Fig. 1: run 1, met1 routing
The bar under the picture is 20 um long.
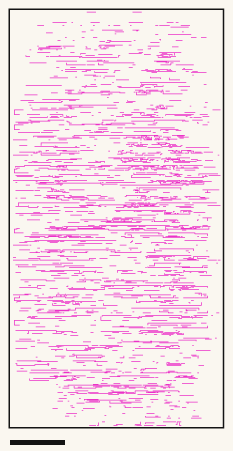
Fig. 2: run 1, sequential cells colored by netlist name
The bar under the picture is 20 um long. Other sequential cells in the stronger gray, the rest of the logic in the fainter gray.
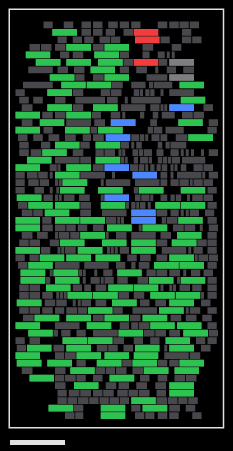
Fig. 3: run 1, pin map
The bar under the picture is 20 um long. Pins as bars across the die edge, other pins in gray.
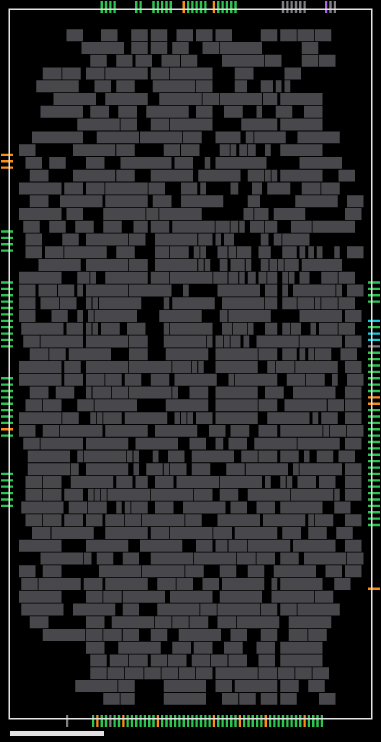
## config.mk

```make
export PLATFORM = sky130hd
export DESIGN_NAME = reg_bank8_scan
export DESIGN_NICKNAME = d
export VERILOG_FILES = /design/src/rtl/reg_bank8_scan.sv
export SDC_FILE = /design/constraint.sdc
export NUM_CORES = 1
export LEC_CHECK = 0
export CAP_MARGIN = 5
export CORE_ASPECT_RATIO = 2
export CORE_MARGIN = 1.5
export CORE_UTILIZATION = 52
export DETAILED_ROUTE_END_ITERATION = 10
export HOLD_SLACK_MARGIN = 0.1
export PLACE_DENSITY = 0.87
export SYNTH_ARGS = -nofsm -noshare
export SYNTH_HDL_FRONTEND = slang
export SYNTH_SLANG_ARGS = --single-unit
```

## constraint.sdc

```tcl
create_clock -name clk -period 8.76 [get_ports clk]
set_input_delay 1.314 -clock clk [delete_from_list [all_inputs] [get_ports clk]]
set_output_delay 1.314 -clock clk [all_outputs]
set_load 0.02 [all_outputs]
```

## src/rtl/reg_bank8_scan.sv

```systemverilog
`default_nettype none
// ============================================================================
// Module   : reg_bank8_scan
// Purpose  : 8 x 16-bit register bank feeding an 8-way mux, with a select
//            sequencer that walks every written entry under valid/ready.
// Config   : SCAN_WRAP_EN - when defined, the scan wraps continuously and
//            pulses done once per completed pass; otherwise single pass.
// Revision : 1.0 - initial release
// ============================================================================
module reg_bank8_scan #(
  parameter int unsigned WIDTH = 16,
  parameter int unsigned DEPTH = 8
) (
  input  logic                     clk,
  input  logic                     rst,
  input  logic                     wr_en_i,
  input  logic [2:0]               wr_addr_i,
  input  logic [WIDTH-1:0]         wr_data_i,
  input  logic                     clear_i,
  input  logic                     start_i,
  output logic [DEPTH*WIDTH-1:0]   words_o,
  output logic [2:0]               sel_o,
  output logic                     sel_valid_o,
  input  logic                     sel_ready_i,
  output logic                     busy_o,
  output logic                     done_o
);

  typedef enum logic [0:0] {
    S_IDLE = 1'b0,
    S_SCAN = 1'b1
  } state_t;

  state_t                        state_q, state_d;
  logic [DEPTH-1:0][WIDTH-1:0]   words_q;
  logic [DEPTH-1:0]              valid_q, valid_d;
  logic [2:0]                    sel_q, sel_d;
  logic                          done_q, done_d;

  logic [DEPTH-1:0]              w_wr_mask;
  logic [DEPTH-1:0]              w_valid_eff;
  logic [DEPTH-1:0]              w_above;
  logic [3:0]                    w_low_all;
  logic [3:0]                    w_low_above;

  // Lowest set bit of a mask as {found, index}.
  function automatic logic [3:0] lowest(input logic [DEPTH-1:0] m);
    logic [3:0] r;
    r = 4'd0;
    for (int i = DEPTH - 1; i >= 0; i--) begin
      if (m[i]) r = {1'b1, 3'(i)};
    end
    return r;
  endfunction

  // A same-edge write counts as valid so a freshly written entry is never missed.
  always_comb begin
    w_wr_mask   = wr_en_i ? (DEPTH'(1) << wr_addr_i) : '0;
    w_valid_eff = valid_q | w_wr_mask;
    for (int i = 0; i < DEPTH; i++) begin
      w_above[i] = w_valid_eff[i] && (i > int'(sel_q));
    end
    w_low_all   = lowest(w_valid_eff);
    w_low_above = lowest(w_above);
  end

  // Next-state logic for the sequencer; clear overrides start and handshake.
  always_comb begin
    state_d = state_q;
    sel_d   = sel_q;
    done_d  = 1'b0;
    valid_d = w_valid_eff;
    if (clear_i) begin
      valid_d = '0;
      state_d = S_IDLE;
    end else begin
      case (state_q)
        S_IDLE: begin
          if (start_i) begin
            if (w_low_all[3]) begin
              state_d = S_SCAN;
              sel_d   = w_low_all[2:0];
            end else begin
              done_d = 1'b1;
            end
          end
        end
        S_SCAN: begin
          if (sel_ready_i) begin
            if (w_low_above[3]) begin
              sel_d = w_low_above[2:0];
            end else begin
`ifdef SCAN_WRAP_EN
              // Pass complete: restart at the lowest valid entry, keep scanning.
              done_d = 1'b1;
              if (w_low_all[3]) begin
                sel_d = w_low_all[2:0];
              end else begin
                state_d = S_IDLE;
              end
`else
              done_d  = 1'b1;
              state_d = S_IDLE;
`endif
            end
          end
        end
        default: state_d = S_IDLE;
      endcase
    end
  end

  // Sequencer state, valid bits and pulse outputs.
  always_ff @(posedge clk or posedge rst) begin
    if (rst) begin
      state_q <= S_IDLE;
      valid_q <= '0;
      sel_q   <= 3'd0;
      done_q  <= 1'b0;
    end else begin
      state_q <= state_d;
      valid_q <= valid_d;
      sel_q   <= sel_d;
      done_q  <= done_d;
    end
  end

  // Data storage; data is written even when a same-edge clear drops the valid bit.
  always_ff @(posedge clk or posedge rst) begin
    if (rst) begin
      words_q <= '0;
    end else if (wr_en_i) begin
      words_q[wr_addr_i] <= wr_data_i;
    end
  end

  assign words_o     = words_q;
  assign sel_o       = sel_q;
  assign sel_valid_o = (state_q == S_SCAN);
  assign busy_o      = (state_q == S_SCAN);
  assign done_o      = done_q;

endmodule
`default_nettype wire

```

==> flow_summary.toml, run 1 <==
# flow metrics
[timing]
postLayoutSetupSlackWorst_ns = 4.67
slew-limit-headroom_pct = 24.7
setup_tns_ns = 0
hold_violations = 0
finalMaxSlewViolations = 0
min_period_ns = 4.09
rsz0062_at_grt = "false"
worstMarginPinSlew_ns = 1.13
layout_worst_path_cycle_share_pct = 46.7
setup_viol = 0
fmaxAchievable_mhz = 244
clock-skew-final_ns = 0.00688

[route]
vias = 3997
wl_per_cell_um = 20.7
total_met2_wirelength_after_detailed_routing_um = 8400
met3WireLength_um = 815
detail_route.iter0.violations = 299
drt-vias-per-instance = 5.57
drtPass1Iterations = 4
route.layer.met1.wl_um = 5070
number_of_remaining_drc_errors = 0
drt.antenna.violating_nets = 0
top_layer = "met4"
routed_wl_um = 14900

[yosys]
synth_top_area_share_pct = 62.0
post_synth_instance_area_sq_um = 5690
synth.top_cells.by_area = "sky130_fd_sc_hd__dfrtp_1 62%, sky130_fd_sc_hd__mux2_2 22%, sky130_fd_sc_hd__nand2_1 3.5%"
netlist.top_cell.by_area = "sky130_fd_sc_hd__dfrtp_1"
synth.ff_latch_count = 141
share_of_flip_flops_with_an_asynchronous_set_or_reset_pct = 100
synth_sequential_area_ratio_pct = 62.0
syn-mean-instance-area_sq_um = 13.9
most_used_flip_flop_cell = "sky130_fd_sc_hd__dfrtp_1"
synth_chip_area_sq_um = 5690
synth_stat.cells = 409
synth_nets = 434
synthCells = 409
synth_cell_type_count = 46
yosys_warnings = 0
enable_flop_cells = 0

[critical_path]
critPathKind = "input pin to flop"
regToRegEndpoint = "sel_o[0]"
critPathLaunchType = "input pin"
critPathTopFamily = "simple AND/OR/NAND/NOR gates"
worst-path-max-fanout = 19
crit_required_ns = 9.05
critical_path.cell_chain = "clkdlybuf4s50_1 > and4_1 > o21bai_1 > a31oi_1 > nor3b_4 > nor4_4 > mux2_1"
timing.critical_path.slowest_cell_delay_ns = 0.94
rr_startpoint = "valid_q[3]"
endpoint_kind = "flop"
slowest_stage = "sky130_fd_sc_hd__and4_1"
r2r.worst_path.cells = 5
arrival_ns = 4.38
crit_buf_inv = 1
reg2reg_slack_ns = 6.48

[power_and_ir_drop]
power-top-group = "sequential cells"
vdd_ir_drop_max_mv = 0.201
sequential_group_power_w = 0.000883
clockPowerShare_pct = 31.3
power-per-cell-area_nw_per_um2 = 288
combinationalPower_w = 0.000694
internal_power_w = 0.00159
switchingPower_w = 0.000708
swShare_pct = 30.8
seq_power_share_pct = 38.5
share_of_power_burned_in_combinational_logic_pct = 30.2
pwr.group.clock_w = 0.000719
total_leakage_power_nw = 3.43

[floorplan]
die_width_um = 77.0
floorplan.core_util_pct = 53.6
fp.dieH_um = 151
placeableCoreArea_sq_um = 10600
nWellTaps = 137
row_count = 53
io-pin-count = 159
die-area_sq_um = 11600

[cells_and_area]
post_layout_nonfiller_instances = 718
layout.cells.most_common_list = "158 x sky130_fd_sc_hd__clkdlybuf4s50_1, 141 x sky130_fd_sc_hd__dfrtp_1, 112 x sky130_fd_sc_hd__mux2_2"
layout.sequential_cells = 141
regArea_sq_um = 3530
largest_register_ffs = 128
num-nonclk-buffers = 160
syn_to_final_growth_pct = 40.0
multiInputGateArea_sq_um = 2050
comb_share_pct = 25.8
layout-drive-gt1-share_pct = 27.0
post-route-cell-area_sq_um = 7960
clockBufferCount = 18
fill_cells = 707
antenna_cells_inserted = 0
largest_class = "sequential cells"
relative_area_of_non_clock_buffer_cells_in_the_final_design_pct = 20.0
seq_share_pct = 44.3
final_common_cell = "sky130_fd_sc_hd__clkdlybuf4s50_1"
layout_utilization_pct = 75.1
inverters_excl_clock = 4
clockNetworkAreaShare_pct = 7.49
nMultiInputCombCells = 244
final_nets = 593

[grt]
grt_pass1_vias = 4294
grt.met3_usage_pct = 6.99
globalRouteMet2Util_pct = 50.4
globalRouteTotalUtil_pct = 27.2
grt_pass1_wl_um = 23300
grt_max_degree = 81
grt_max_usage_layer = "met2"
gr-total-overflow = 0
antenna_violations_before_repair = 0
grt_use_met1_pct = 27.3

[placement]
routabilityCongestion = 0.881
hpwl_um = 10400
placement.setup.worst_slack_ns = 4.25
postPlaceCellArea_sq_um = 7370
place.port_buffers = 158
numPlacedInstances = 686

[cts]
postCtsSetupBuffers = 0
clkTransAtPathRegs_ns = 0.06
ctsRootBufferMaster = "sky130_fd_sc_hd__clkbuf_16"
clock_tree_from_tritoncts = "done"
number_of_hold_repair_buffers_added_at_the_cts_stage = 0
numCtsBuffers = 17
htreeDepth = 4
cts-resized-gates = 0
clkSinkCount = 141
clock.latency.late_pin_ns = 0.41
clock_path_buffers = 2

[flow_run]
number_of_maximum_capacitance_constraint_violations = 0
log.warning_count = 26

[hold_path]
worstHoldPathType = "flop to flop"
worst_hold_startpoint = "words_o[58]"
worst_hold_path.num_cells = 2
worstHoldEndpoint = "words_o[58]"

[outcome]
run_status = "complete, no violations"
Back to the opening pictures, Fig. 1:
wire length on this layer	5070 um
longest straight run	30.4 um
main direction	horizontal
nets with wire on the layer	520
share of all routed wire	34%

Back to the opening pictures, Fig. 2:
color	signal	placed flops
green	words_o	128
blue	valid_q	8
red	sel_o	3
not colored	2

Back to the opening pictures, Fig. 3:
color	port	pins	direction	edge
cyan	wr_addr_i	3	input	right
purple	sel_valid_o	1	output	top
orange	wr_data_i	16	input	7 bottom, 4 left, 3 right, 2 top
green	words_o	128	output	46 bottom, 31 right, 30 left, 21 top

==> run 1: synthesized netlist by cell type (3+ instances only) <==
cell / count
sky130_fd_sc_hd__o21ai_0: 7
sky130_fd_sc_hd__mux2_2: 112
sky130_fd_sc_hd__nand2_1: 53
sky130_fd_sc_hd__nor2_1: 20
sky130_fd_sc_hd__buf_6: 3
sky130_fd_sc_hd__buf_4: 3
sky130_fd_sc_hd__inv_1: 4
sky130_fd_sc_hd__nor3_1: 3
sky130_fd_sc_hd__buf_1: 3
sky130_fd_sc_hd__a21oi_1: 4
sky130_fd_sc_hd__dfrtp_1: 141
sky130_fd_sc_hd__clkbuf_1: 6
sky130_fd_sc_hd__a311oi_1: 3
sky130_fd_sc_hd__buf_2: 5
==> run 1: cells by family (layout without fill, tap and decap cells) <==
family,count (synthesis),count (layout),synth area share [%]
flops,141,141,62.0
mux,115,115,22.7
simple gates,97,97,8.87
compound gates,31,31,3.92
buf+inv,24,196,2.29
xor+xnor,1,1,0.154
==> run 1: worst max-delay path by stage <==
| stage | startpoint | to | slack, ns | cells after the start |
|---|---|---|---|---|
| after global placement | wr_addr_i[1] | sel_o[0] | 4.36 | 7 |
| after CTS | wr_addr_i[1] | sel_o[0] | 4.69 | 7 |
| after detailed placement | wr_addr_i[1] | sel_o[0] | 4.25 | 7 |
| after global routing | wr_addr_i[1] | sel_o[0] | 4.51 | 7 |
| final | wr_addr_i[1] | sel_o[0] | 4.67 | 7 |
| after floorplan | rst | busy_o | 3.66 | 1 |
==> run 1: through the flow <==
stage	total power (W)	hold WS, ns
after floorplan	0.00122	0.483
after global placement	0.00157	0.458
after detailed placement	0.00159	0.463
after CTS	0.00231	0.477
after global routing	0.00239	0.491
final	0.00230	0.473
==> inputs of run 2 (changes only) <==
- CORE_UTILIZATION: 52 -> 48
- PLACE_DENSITY: 0.87 -> 0.81
- clock period: 8.76 -> 3.81 ns (I/O delays scaled with it)
Fig. 4: run 2, met1 routing
The bar under the picture is 20 um long.
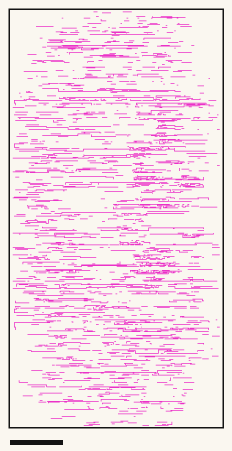
share of all routed wire	35%
nets with wire on the layer	542
longest straight run	32.7 um
main direction	horizontal

==> flow_summary.toml, run 2 <==
# flow metrics
[outcome]
run_status = "complete, no violations"

[power_and_ir_drop]
combinationalPower_w = 0.00161
power-top-group = "sequential cells"
clockPowerShare_pct = 32.7
pwr.group.clock_w = 0.00176
internal_power_w = 0.00375
sequential_group_power_w = 0.00203
switchingPower_w = 0.00166
vdd_ir_drop_max_mv = 0.386
seq_power_share_pct = 37.5

[floorplan]
io-pin-count = 159
die-area_sq_um = 12600
placeableCoreArea_sq_um = 11600
die_width_um = 80.0
row_count = 56
fp.dieH_um = 157
floorplan.core_util_pct = 48.9

[critical_path]
timing.critical_path.slowest_cell_delay_ns = 0.72
endpoint_kind = "flop"
critPathTopFamily = "simple AND/OR/NAND/NOR gates"
regToRegEndpoint = "sel_o[1]"
worst-path-max-fanout = 11
critPathLaunchType = "input pin"
reg2reg_slack_ns = 1.69
crit_required_ns = 4.10
r2r.worst_path.cells = 5
rr_startpoint = "sel_o[2]"
arrival_ns = 2.97

[cells_and_area]
nMultiInputCombCells = 244
clockBufferCount = 20
inverters_excl_clock = 4
antenna_cells_inserted = 0
comb_share_pct = 25.4
layout.cells.most_common_list = "158 x sky130_fd_sc_hd__clkdlybuf4s50_1, 141 x sky130_fd_sc_hd__dfrtp_1, 112 x sky130_fd_sc_hd__mux2_2"
relative_area_of_non_clock_buffer_cells_in_the_final_design_pct = 20.7
fill_cells = 834
layout.sequential_cells = 141
regArea_sq_um = 3530
multiInputGateArea_sq_um = 2050
post-route-cell-area_sq_um = 8080
layout_utilization_pct = 69.5
largest_register_ffs = 128
final_nets = 601
clockNetworkAreaShare_pct = 7.81
final_common_cell = "sky130_fd_sc_hd__clkdlybuf4s50_1"

[cts]
number_of_hold_repair_buffers_added_at_the_cts_stage = 0
ctsRootBufferMaster = "sky130_fd_sc_hd__clkbuf_16"
cts-resized-gates = 0
htreeDepth = 4

[flow_run]
log.warning_count = 28
number_of_maximum_capacitance_constraint_violations = 0

[grt]
grt_max_degree = 142
grt_pass1_wl_um = 23700
gr-total-overflow = 0

[timing]
min_period_ns = 2.68
finalMaxSlewViolations = 0
fmaxAchievable_mhz = 374
slew-limit-headroom_pct = 34.9
rsz0062_at_grt = "false"
hold_violations = 0
setup_tns_ns = 0
layout_worst_path_cycle_share_pct = 70.2

[route]
number_of_remaining_drc_errors = 0
wl_per_cell_um = 21.2
detail_route.iter0.violations = 237
vias = 3995
routed_wl_um = 15600
drt-vias-per-instance = 5.44

[yosys]
synth.most_common_cell = "sky130_fd_sc_hd__dfrtp_1"
synth.top_cells.by_area = "sky130_fd_sc_hd__dfrtp_1 62%, sky130_fd_sc_hd__mux2_2 22%, sky130_fd_sc_hd__nand2_1 3.5%"
synth.cellmix.simpleShare_pct = 8.86
post_synth_instance_area_sq_um = 5690
compound_area_share_pct = 3.92
xor_area_share_pct = 0.154
netlist.top_cell.by_area = "sky130_fd_sc_hd__dfrtp_1"
yosys_warnings = 0
synth_cell_type_count = 46
ys_sh_adder_pct = 0
synth_sequential_area_ratio_pct = 62.0
synth_chip_area_sq_um = 5690
synth_top_area_share_pct = 62.0
common_cells = "141 x sky130_fd_sc_hd__dfrtp_1, 112 x sky130_fd_sc_hd__mux2_2, 53 x sky130_fd_sc_hd__nand2_1"
synth.ff_latch_count = 141
synth_nets = 434
syn-mean-instance-area_sq_um = 13.9
logic_family = "multiplexers"
synthCells = 409

[hold_path]
worst_hold_startpoint = "words_o[59]"
worstHoldPathType = "flop to flop"
worstHoldEndpoint = "words_o[59]"

[placement]
postPlaceCellArea_sq_um = 7450
place.port_buffers = 158
Fig. 5: run 2, pin map
The bar under the picture is 20 um long. Pins as bars across the die edge, other pins in gray.
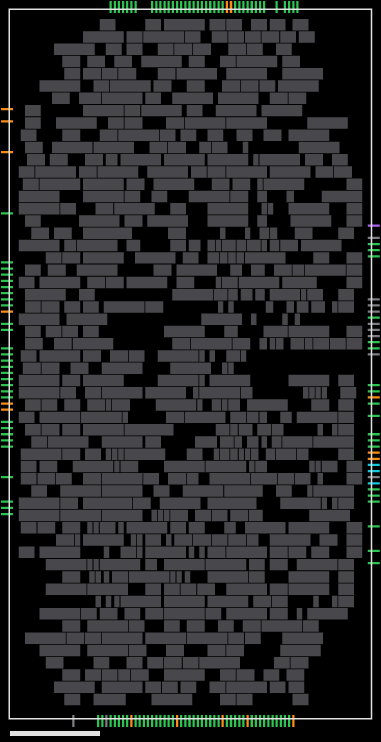
color	port	pins	direction	edge
orange	wr_data_i	16	input	6 left, 5 bottom, 3 right, 2 top
cyan	wr_addr_i	3	input	right
green	words_o	128	output	42 bottom, 38 top, 29 left, 19 right
purple	sel_valid_o	1	output	right

==> run 2: netlist changes by cell type in the layout (fill, tap and decap cells not counted) <==
cell | previous run | this run
sky130_fd_sc_hd__buf_4 | 2 | 9
sky130_fd_sc_hd__clkinv_2 | 4 | 0
sky130_fd_sc_hd__clkinvlp_4 | 3 | 6
sky130_fd_sc_hd__clkinv_4 | 2 | 0
sky130_fd_sc_hd__buf_12 | 0 | 1
sky130_fd_sc_hd__bufinv_16 | 3 | 4
sky130_fd_sc_hd__clkbuf_1 | 1 | 2
sky130_fd_sc_hd__clkbuf_8 | 0 | 1
==> run 2: worst max-delay path by stage <==
stage / from / end / slack [ns]
floorplan: rst / busy_o / 1.48
global placement: wr_en_i / sel_o[0] / 0.79
detailed placement: wr_en_i / sel_o[1] / 0.74
CTS: wr_en_i / sel_o[1] / 1.16
global route: wr_en_i / sel_o[0] / 1.00
finish: wr_en_i / sel_o[1] / 1.13
==> run 2: layer usage <==
metal | wire (um) | up-vias | part of all wire (%) | global-route usage [%]
met5 | 0 | - | 0 | 0
met4 | 655 | 0 | 4.2 | 14.7
met3 | 723 | 33 | 4.6 | 5.45
met2 | 8760 | 154 | 56 | 46.3
met1 | 5410 | 2039 | 35 | 28.3
li1 | - | 1769 | - | -
==> run 2: through the flow <==
step | setup slack (ns) | cells | hold slack, ns | power (W)
finish | 1.13 | 734 | 0.469 | 0.00540
global route | 1.00 | 734 | 0.495 | 0.00562
CTS | 1.16 | 734 | 0.476 | 0.00544
detailed placement | 0.736 | 702 | 0.461 | 0.00366
global placement | 0.787 | 702 | 0.457 | 0.00363
floorplan | 1.48 | 409 | 0.483 | 0.00281
==> run 2: cells by family after synthesis <==
logic type,after synthesis
buffers and inverters,24
muxes,115
and+or+nand+nor,97
xor gates and xnor gates,1
AOI/OAI and AO/OA,31
DFF,141
Power is estimated from default activity; no workload was simulated.
